### src/rtl/fast_mult_arbiter_if.sv
// Handshake bundle for the two-requester 4x4 multiplier arbiter.
// Signal names keep the flat io_* naming so the arbiter's port map stays recognisable.
interface fast_mult_arbiter_if;
    logic       io_req0_valid;
    logic       io_req0_ready;
    logic [3:0] io_req0_lhs;
    logic [3:0] io_req0_rhs;
    logic       io_req1_valid;
    logic       io_req1_ready;
    logic [3:0] io_req1_lhs;
    logic [3:0] io_req1_rhs;
    logic       io_resp0_valid;
    logic       io_resp0_ready;
    logic [7:0] io_resp0_data;
    logic       io_resp1_valid;
    logic       io_resp1_ready;
    logic [7:0] io_resp1_data;
    logic       io_busy;

    modport master (
        output io_req0_valid, io_req0_lhs, io_req0_rhs,
        output io_req1_valid, io_req1_lhs, io_req1_rhs,
        output io_resp0_ready, io_resp1_ready,
        input  io_req0_ready, io_req1_ready,
        input  io_resp0_valid, io_resp0_data,
        input  io_resp1_valid, io_resp1_data,
        input  io_busy
    );

    modport slave (
        input  io_req0_valid, io_req0_lhs, io_req0_rhs,
        input  io_req1_valid, io_req1_lhs, io_req1_rhs,
        input  io_resp0_ready, io_resp1_ready,
        output io_req0_ready, io_req1_ready,
        output io_resp0_valid, io_resp0_data,
        output io_resp1_valid, io_resp1_data,
        output io_busy
    );
endinterface

### src/rtl/fast_mult_arbiter.sv
// Two-requester round-robin front end to a table-driven 4x4 multiplier with a
// single result slot; a draining slot can accept a new grant in the same cycle.
module fast_mult_arbiter (
    input  logic                  clk,
    input  logic                  reset,
    fast_mult_arbiter_if.slave    io
);

    logic       busy_r;
    logic       owner_r;
    logic [7:0] data_r;
    logic       ptr_r;

    logic       busy_nxt_s;
    logic       owner_nxt_s;
    logic [7:0] data_nxt_s;
    logic       ptr_nxt_s;

    logic [7:0] prod_table_s [256];
    logic       drain_s;
    logic       free_s;
    logic       winner_s;
    logic       grant_s;
    logic [3:0] lhs_s;
    logic [3:0] rhs_s;
    logic [7:0] prod_s;

    // Constant product table, entry {lhs,rhs} = lhs*rhs
    always_comb begin
        for (int i = 0; i < 256; i++) begin
            prod_table_s[i] = 8'((i >> 4) * (i & 15));
        end
    end

    // Slot availability, arbitration and operand selection
    always_comb begin
        drain_s = 1'b0;
        if (owner_r) begin
            drain_s = busy_r & io.io_resp1_ready;
        end else begin
            drain_s = busy_r & io.io_resp0_ready;
        end
        free_s = ~busy_r | drain_s;

        // With no requester valid the pointer still names a single winner,
        // so at most one ready is ever offered.
        winner_s = ptr_r;
        if (io.io_req0_valid && !io.io_req1_valid) begin
            winner_s = 1'b0;
        end else if (io.io_req1_valid && !io.io_req0_valid) begin
            winner_s = 1'b1;
        end else begin
            winner_s = ptr_r;
        end

        grant_s = 1'b0;
        lhs_s   = 4'h0;
        rhs_s   = 4'h0;
        if (winner_s) begin
            grant_s = free_s & io.io_req1_valid;
            lhs_s   = io.io_req1_lhs;
            rhs_s   = io.io_req1_rhs;
        end else begin
            grant_s = free_s & io.io_req0_valid;
            lhs_s   = io.io_req0_lhs;
            rhs_s   = io.io_req0_rhs;
        end
        prod_s = prod_table_s[{lhs_s, rhs_s}];
    end

    // Next-state: grant reloads the slot (even while draining), drain alone empties it
    always_comb begin
        busy_nxt_s  = busy_r;
        owner_nxt_s = owner_r;
        data_nxt_s  = data_r;
        ptr_nxt_s   = ptr_r;
        if (grant_s) begin
            busy_nxt_s  = 1'b1;
            owner_nxt_s = winner_s;
            data_nxt_s  = prod_s;
            ptr_nxt_s   = ~winner_s;
        end else if (drain_s) begin
            busy_nxt_s  = 1'b0;
        end else begin
            busy_nxt_s  = busy_r;
        end
    end

    // State register with synchronous reset
    always_ff @(posedge clk) begin
        if (reset) begin
            busy_r  <= 1'b0;
            owner_r <= 1'b0;
            data_r  <= 8'h00;
            ptr_r   <= 1'b0;
        end else begin
            busy_r  <= busy_nxt_s;
            owner_r <= owner_nxt_s;
            data_r  <= data_nxt_s;
            ptr_r   <= ptr_nxt_s;
        end
    end

    // Handshake outputs, all suppressed while reset is asserted
    always_comb begin
        io.io_req0_ready  = 1'b0;
        io.io_req1_ready  = 1'b0;
        io.io_resp0_valid = 1'b0;
        io.io_resp1_valid = 1'b0;
        if (reset) begin
            io.io_req0_ready  = 1'b0;
            io.io_req1_ready  = 1'b0;
            io.io_resp0_valid = 1'b0;
            io.io_resp1_valid = 1'b0;
        end else begin
            io.io_req0_ready  = free_s & ~winner_s;
            io.io_req1_ready  = free_s & winner_s;
            io.io_resp0_valid = busy_r & ~owner_r;
            io.io_resp1_valid = busy_r & owner_r;
        end
        io.io_resp0_data = data_r;
        io.io_resp1_data = data_r;
        io.io_busy       = busy_r;
    end

endmodule

### src/flat_wrapper.sv
// flat-port wrapper written by rule: the top's interface ports become plain ports
module fast_mult_arbiter_flat 
  (clk, reset, io_io_req0_valid, io_io_req0_lhs, io_io_req0_rhs, io_io_req1_valid, io_io_req1_lhs, io_io_req1_rhs, io_io_resp0_ready, io_io_resp1_ready, io_io_req0_ready, io_io_req1_ready, io_io_resp0_valid, io_io_resp0_data, io_io_resp1_valid, io_io_resp1_data, io_io_busy);
  fast_mult_arbiter_if io_i ();
  input  logic clk;
  input  logic reset;
  input wire logic [$bits(io_i.io_req0_valid)-1:0] io_io_req0_valid;
  input wire logic [$bits(io_i.io_req0_lhs)-1:0] io_io_req0_lhs;
  input wire logic [$bits(io_i.io_req0_rhs)-1:0] io_io_req0_rhs;
  input wire logic [$bits(io_i.io_req1_valid)-1:0] io_io_req1_valid;
  input wire logic [$bits(io_i.io_req1_lhs)-1:0] io_io_req1_lhs;
  input wire logic [$bits(io_i.io_req1_rhs)-1:0] io_io_req1_rhs;
  input wire logic [$bits(io_i.io_resp0_ready)-1:0] io_io_resp0_ready;
  input wire logic [$bits(io_i.io_resp1_ready)-1:0] io_io_resp1_ready;
  output wire logic [$bits(io_i.io_req0_ready)-1:0] io_io_req0_ready;
  output wire logic [$bits(io_i.io_req1_ready)-1:0] io_io_req1_ready;
  output wire logic [$bits(io_i.io_resp0_valid)-1:0] io_io_resp0_valid;
  output wire logic [$bits(io_i.io_resp0_data)-1:0] io_io_resp0_data;
  output wire logic [$bits(io_i.io_resp1_valid)-1:0] io_io_resp1_valid;
  output wire logic [$bits(io_i.io_resp1_data)-1:0] io_io_resp1_data;
  output wire logic [$bits(io_i.io_busy)-1:0] io_io_busy;
  assign io_i.io_req0_valid = io_io_req0_valid;
  assign io_i.io_req0_lhs = io_io_req0_lhs;
  assign io_i.io_req0_rhs = io_io_req0_rhs;
  assign io_i.io_req1_valid = io_io_req1_valid;
  assign io_i.io_req1_lhs = io_io_req1_lhs;
  assign io_i.io_req1_rhs = io_io_req1_rhs;
  assign io_i.io_resp0_ready = io_io_resp0_ready;
  assign io_i.io_resp1_ready = io_io_resp1_ready;
  assign io_io_req0_ready = io_i.io_req0_ready;
  assign io_io_req1_ready = io_i.io_req1_ready;
  assign io_io_resp0_valid = io_i.io_resp0_valid;
  assign io_io_resp0_data = io_i.io_resp0_data;
  assign io_io_resp1_valid = io_i.io_resp1_valid;
  assign io_io_resp1_data = io_i.io_resp1_data;
  assign io_io_busy = io_i.io_busy;
  fast_mult_arbiter u_core (.clk(clk), .reset(reset), .io(io_i));
endmodule
### config.mk
export PLATFORM = sky130hd
export DESIGN_NAME = fast_mult_arbiter_flat
export DESIGN_NICKNAME = d
export VERILOG_FILES = /design/src/rtl/fast_mult_arbiter_if.sv /design/src/rtl/fast_mult_arbiter.sv /design/src/flat_wrapper.sv
export SDC_FILE = /design/constraint.sdc
export NUM_CORES = 1
export LEC_CHECK = 0
export CAP_MARGIN = 0
export CORE_AREA = 5 5 77 79
export DETAILED_ROUTE_END_ITERATION = 10
export DIE_AREA = 0 0 82 84
export SYNTH_ARGS = -nofsm -noshare
export SYNTH_HDL_FRONTEND = slang
export SYNTH_SLANG_ARGS = --single-unit
### constraint.sdc
create_clock -name clk -period 4.3 [get_ports clk]
set_input_delay 1.075 -clock clk [delete_from_list [all_inputs] [get_ports clk]]
set_output_delay 1.075 -clock clk [all_outputs]
set_load 0.01 [all_outputs]
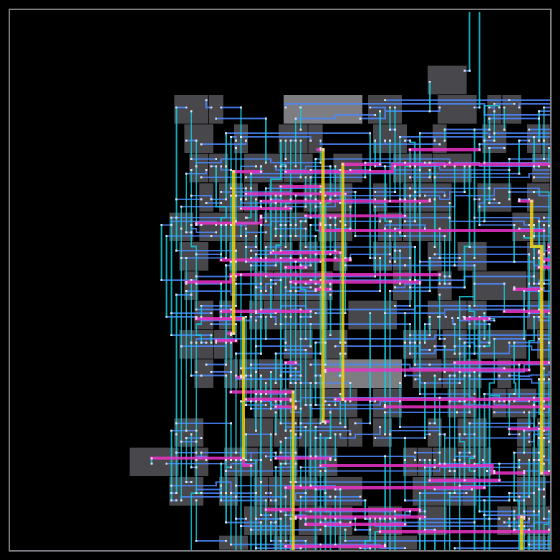
Figure 1: close-up of the layout.
Region (0, 34) to (50, 84) µm. Cells in grey, sequential cells in the stronger grey; small squares are vias.
legend:
  met2:
    colour: cyan
  met1:
    colour: blue
  met4:
    colour: yellow
  met3:
    colour: magenta
netlist names of flops here include: u_core.io.io_resp0_data (2)
cells with their middle in the window: 146
sequential cells in the window: 2
most frequent: nand2_1 (21), nor2_1 (14)

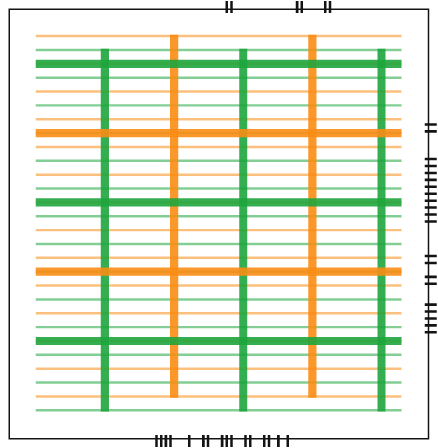
Figure 2: power grid.
Pins as bars on the die edge.
legend:
  VDD:
    colour: orange
  VSS:
    colour: green
rows: 27
met5 straps: 5
met1 rails: 28
met4 straps: 5
signal pins: 43

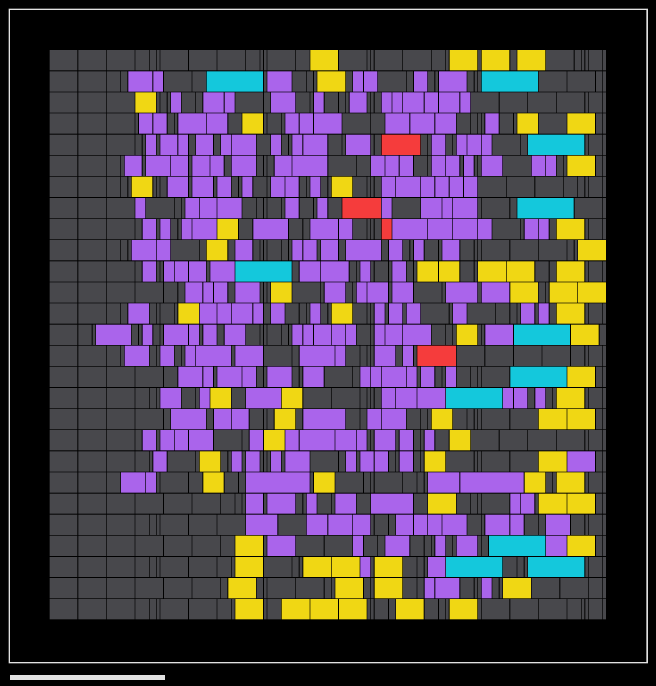
Figure 3: placement by cell class.
The bar under the picture is 20 µm long. Fill, decap, tap and diode cells in grey.
legend:
  other buffers and delay cells:
    colour: yellow
    cells: 66
    share_of_their_area: 24%
  flip-flops:
    colour: cyan
    cells: 11
    share_of_their_area: 9.0%
  all other logic:
    colour: purple
    cells: 246
    share_of_their_area: 65%
  clock drivers and dummy loads:
    colour: red
    cells: 4
    share_of_their_area: 1.8%
Core Box Area: 5270 µm²
Std-Cell Rows: 27

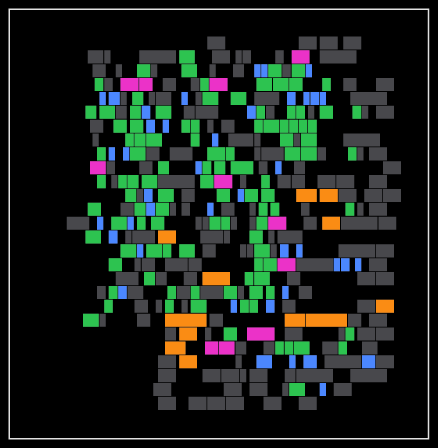
Figure 4: logic cells by family.
legend:
  NOR gates:
    colour: blue
    cells: 41
    most_used: nor2_1
  inverting AOI/OAI gates:
    colour: green
    cells: 105
  AND-OR and OR-AND gates:
    colour: magenta
    cells: 11
  multiplexers:
    colour: orange
    cells: 12
    most_used: mux2i_1

==> ci_impl_report.md <==
### Yosys + OpenROAD results

| Metric | Value |
|---|---|
| Slew Viols, Final | 0 |
| Die W | 82 µm |
| Synthesized area | 2010 µm² |
| CTS clk-pin slew, worst paths | 50 ps |
| DIE HEIGHT | 84 µm |
| Area growth from synthesis to layout | 26.2% |
| Final Hold Vio Count | 0 |
| Ys flops | 11 |
| Vias in the first global route | 2290 |
| Yosys stat area | 2010 µm² |
| Crit path required time | 3220 ps |
| Max Cap Viol | 0 |
| Layout cell share with drive strength beyond 1 | 12.2% |
| HPWL after DPL | 5.10 mm |
| Placed cell areas | 2490 µm² |
| FP Util | 38.2% |
| Hold WC Path Type | reg -> reg |
| DRT Pass-1 Iters | 5 |
| Register share after synthesis | 10.9% |
| Via density | 6.26 |
| Longest Clk Path Bufs | 2 |
| First-pass GRT wire length | 11.3 mm |
| Skew final | 11.5 ps |
| Post-CTS Setup Inserts | 0 |
| Largest area contributor in the netlist | dfxtp_1 |
| Die area | 6890 µm² |
| Gr usage total | 20.4% |
| Clock Latency Late Sink | 250 ps |
| Dominant cells by area after synthesis | dfxtp_1, nand2_1, ha_1 |
| Initial antenna violation count | 0 |
| Routed Antenna Nets | 0 |
| Run status | completed |
| Yosys cell count | 297 |
| CTS buffer count | 3 |
| Crit path time final | 4020 ps |
| Root Driver | clkbuf_8 |
| DP Worst Slack | 76.2 ps |
| Dominant cell area share | 10.9% |
| Fmax | 0.249 GHz |
| Worst-Margin Slew | 550 ps |
| Drc violations | 0 |
| # IOs | 43 |
| Port Buf Inserts | 42 |
| Synthesized Nets | 328 |
| Synthesized area per cell | 6.78 µm² |
| PD cells | 272 nW/µm² |
| Mapped Cells | 297 |
| Largest net degree at the start of global routing | 28 |
| H-tree levels | 1 |
| OpenROAD warnings | 32 |
| # diodes | 0 |
| Number of enable flip-flop cells | 0 |
| Yosys cell types | 54 |
| Top FF cell, synth | dfxtp_1 |
| Final WS setup | 280 ps |
| Critical path type | in -> out |
| Cts hold-fix bufs | 0 |
| RSZ-0062 raised after global routing | no |
| Crit. End Element | output pin |
| WL per Instance | 17.9 µm |
| CTS tree | yes |
| Final worst path period share | 93.5% |
## flip-flops by register name, indices dropped and copies added (netlist names)
signal / cells
u_core.io.io_busy: 1
u_core.io.io_resp0_data: 8
u_core.owner_r: 1
u_core.ptr_r: 1
## worst max-delay path: stages
cell and delay [ps]:
clkdlybuf4s50_1 550, nor2b_2 260, o21a_4 310, and3b_1 200, clkdlybuf4s50_1 550
## report_power, final
| part | switching [mW] | leakage, nW | total [mW] | internal (mW) |
|---|---|---|---|---|
| Clock | 0.0492 | 0.0228 | 0.115 | 0.0656 |
| Sequential | 0.0106 | 0.0909 | 0.124 | 0.114 |
| Combinational | 0.260 | 0.803 | 0.452 | 0.192 |
| Total | 0.320 | 0.916 | 0.692 | 0.372 |
## through the flow
| step | power (mW) | hold slack, ps | util [%] | cells |
|---|---|---|---|---|
| finish | 0.692 | 463 | 48.2 | 399 |
| global route | 0.733 | 489 | 48.2 | 399 |
| CTS | 0.681 | 465 | 48.2 | 399 |
| detailed placement | 0.567 | 458 | 47.3 | 395 |
| global placement | 0.570 | 451 | 47.3 | 395 |
| floorplan | 0.423 | 488 | - | 297 |
## placed cells by master (no fill, tap or decap), drive strengths merged, types with 3 or more instances in the layout
master,n
and3,4
o31ai,3
nor2,25
o311ai,4
mux2i,8
nand3,12
nor3,12
clkdlybuf4s50,42
nand2,35
a21oi,19
a221oi,5
a211oi,9
xnor2,3
o21ai,24
mux2,4
buf,24
o211ai,9
clkbuf,4
a32oi,5
inv,6
a311oi,7
o21a,3
dfxtp,11
a31oi,10
ha,9
## path summary, 6_finish.rpt
check                             start                         end  slack (ps)  cells past startpoint
min          u_core.io.io_resp0_data[2]  u_core.io.io_resp0_data[2]         460                      2
min reg2reg  u_core.io.io_resp0_data[2]  u_core.io.io_resp0_data[2]         460                      2
max reg2reg                u_core.ptr_r  u_core.io.io_resp0_data[3]        1520                     10
max                    io_io_req1_valid            io_io_req1_ready         280                      5
## cell usage after synthesis (3+ instances only)
cell,n
a211oi_1,9
a21oi_1,19
a221oi_1,5
a311oi_1,7
a31oi_1,10
a32oi_1,5
and3_1,4
buf_1,3
buf_2,13
buf_4,8
clkbuf_1,14
dfxtp_1,11
ha_1,9
inv_1,5
mux2_2,3
mux2i_1,6
nand2_1,35
nand3_1,12
nor2_1,25
nor3_1,12
o211ai_1,8
o21ai_0,19
o21ai_1,5
o311ai_1,3
o31ai_1,3
xnor2_1,3
## routing by layer
layer | vias to the layer above | track usage, % | part of all wire (%)
met2 | 151 | 32.3 | 45
met1 | 1137 | 27.3 | 43
met5 | - | 0 | 0
met4 | 0 | 7.85 | 2.4
met3 | 20 | 2.81 | 10
li1 | 1190 | - | -
## area by class of cell
class	instances	area (µm²)
timing repair buffer	66	601
inverter	7	30.0
clock buffer	4	45.0
multi-input combinational	239	1560
tap	72	90.1
fill	566	2730
sequential	11	220
## logic make-up after synthesis
kind of cell,Yosys count,synth area share (%)
AND/OR/NAND/NOR,99,22.3
AND-OR/OR-AND,116,40.4
multiplexers,12,7.64
XOR/XNOR,3,1.30
adder cells (fa/ha/maj),9,5.59
flip-flops,11,10.9
buffers and inverters,47,11.8
Power and IR drop assume default switching activity.
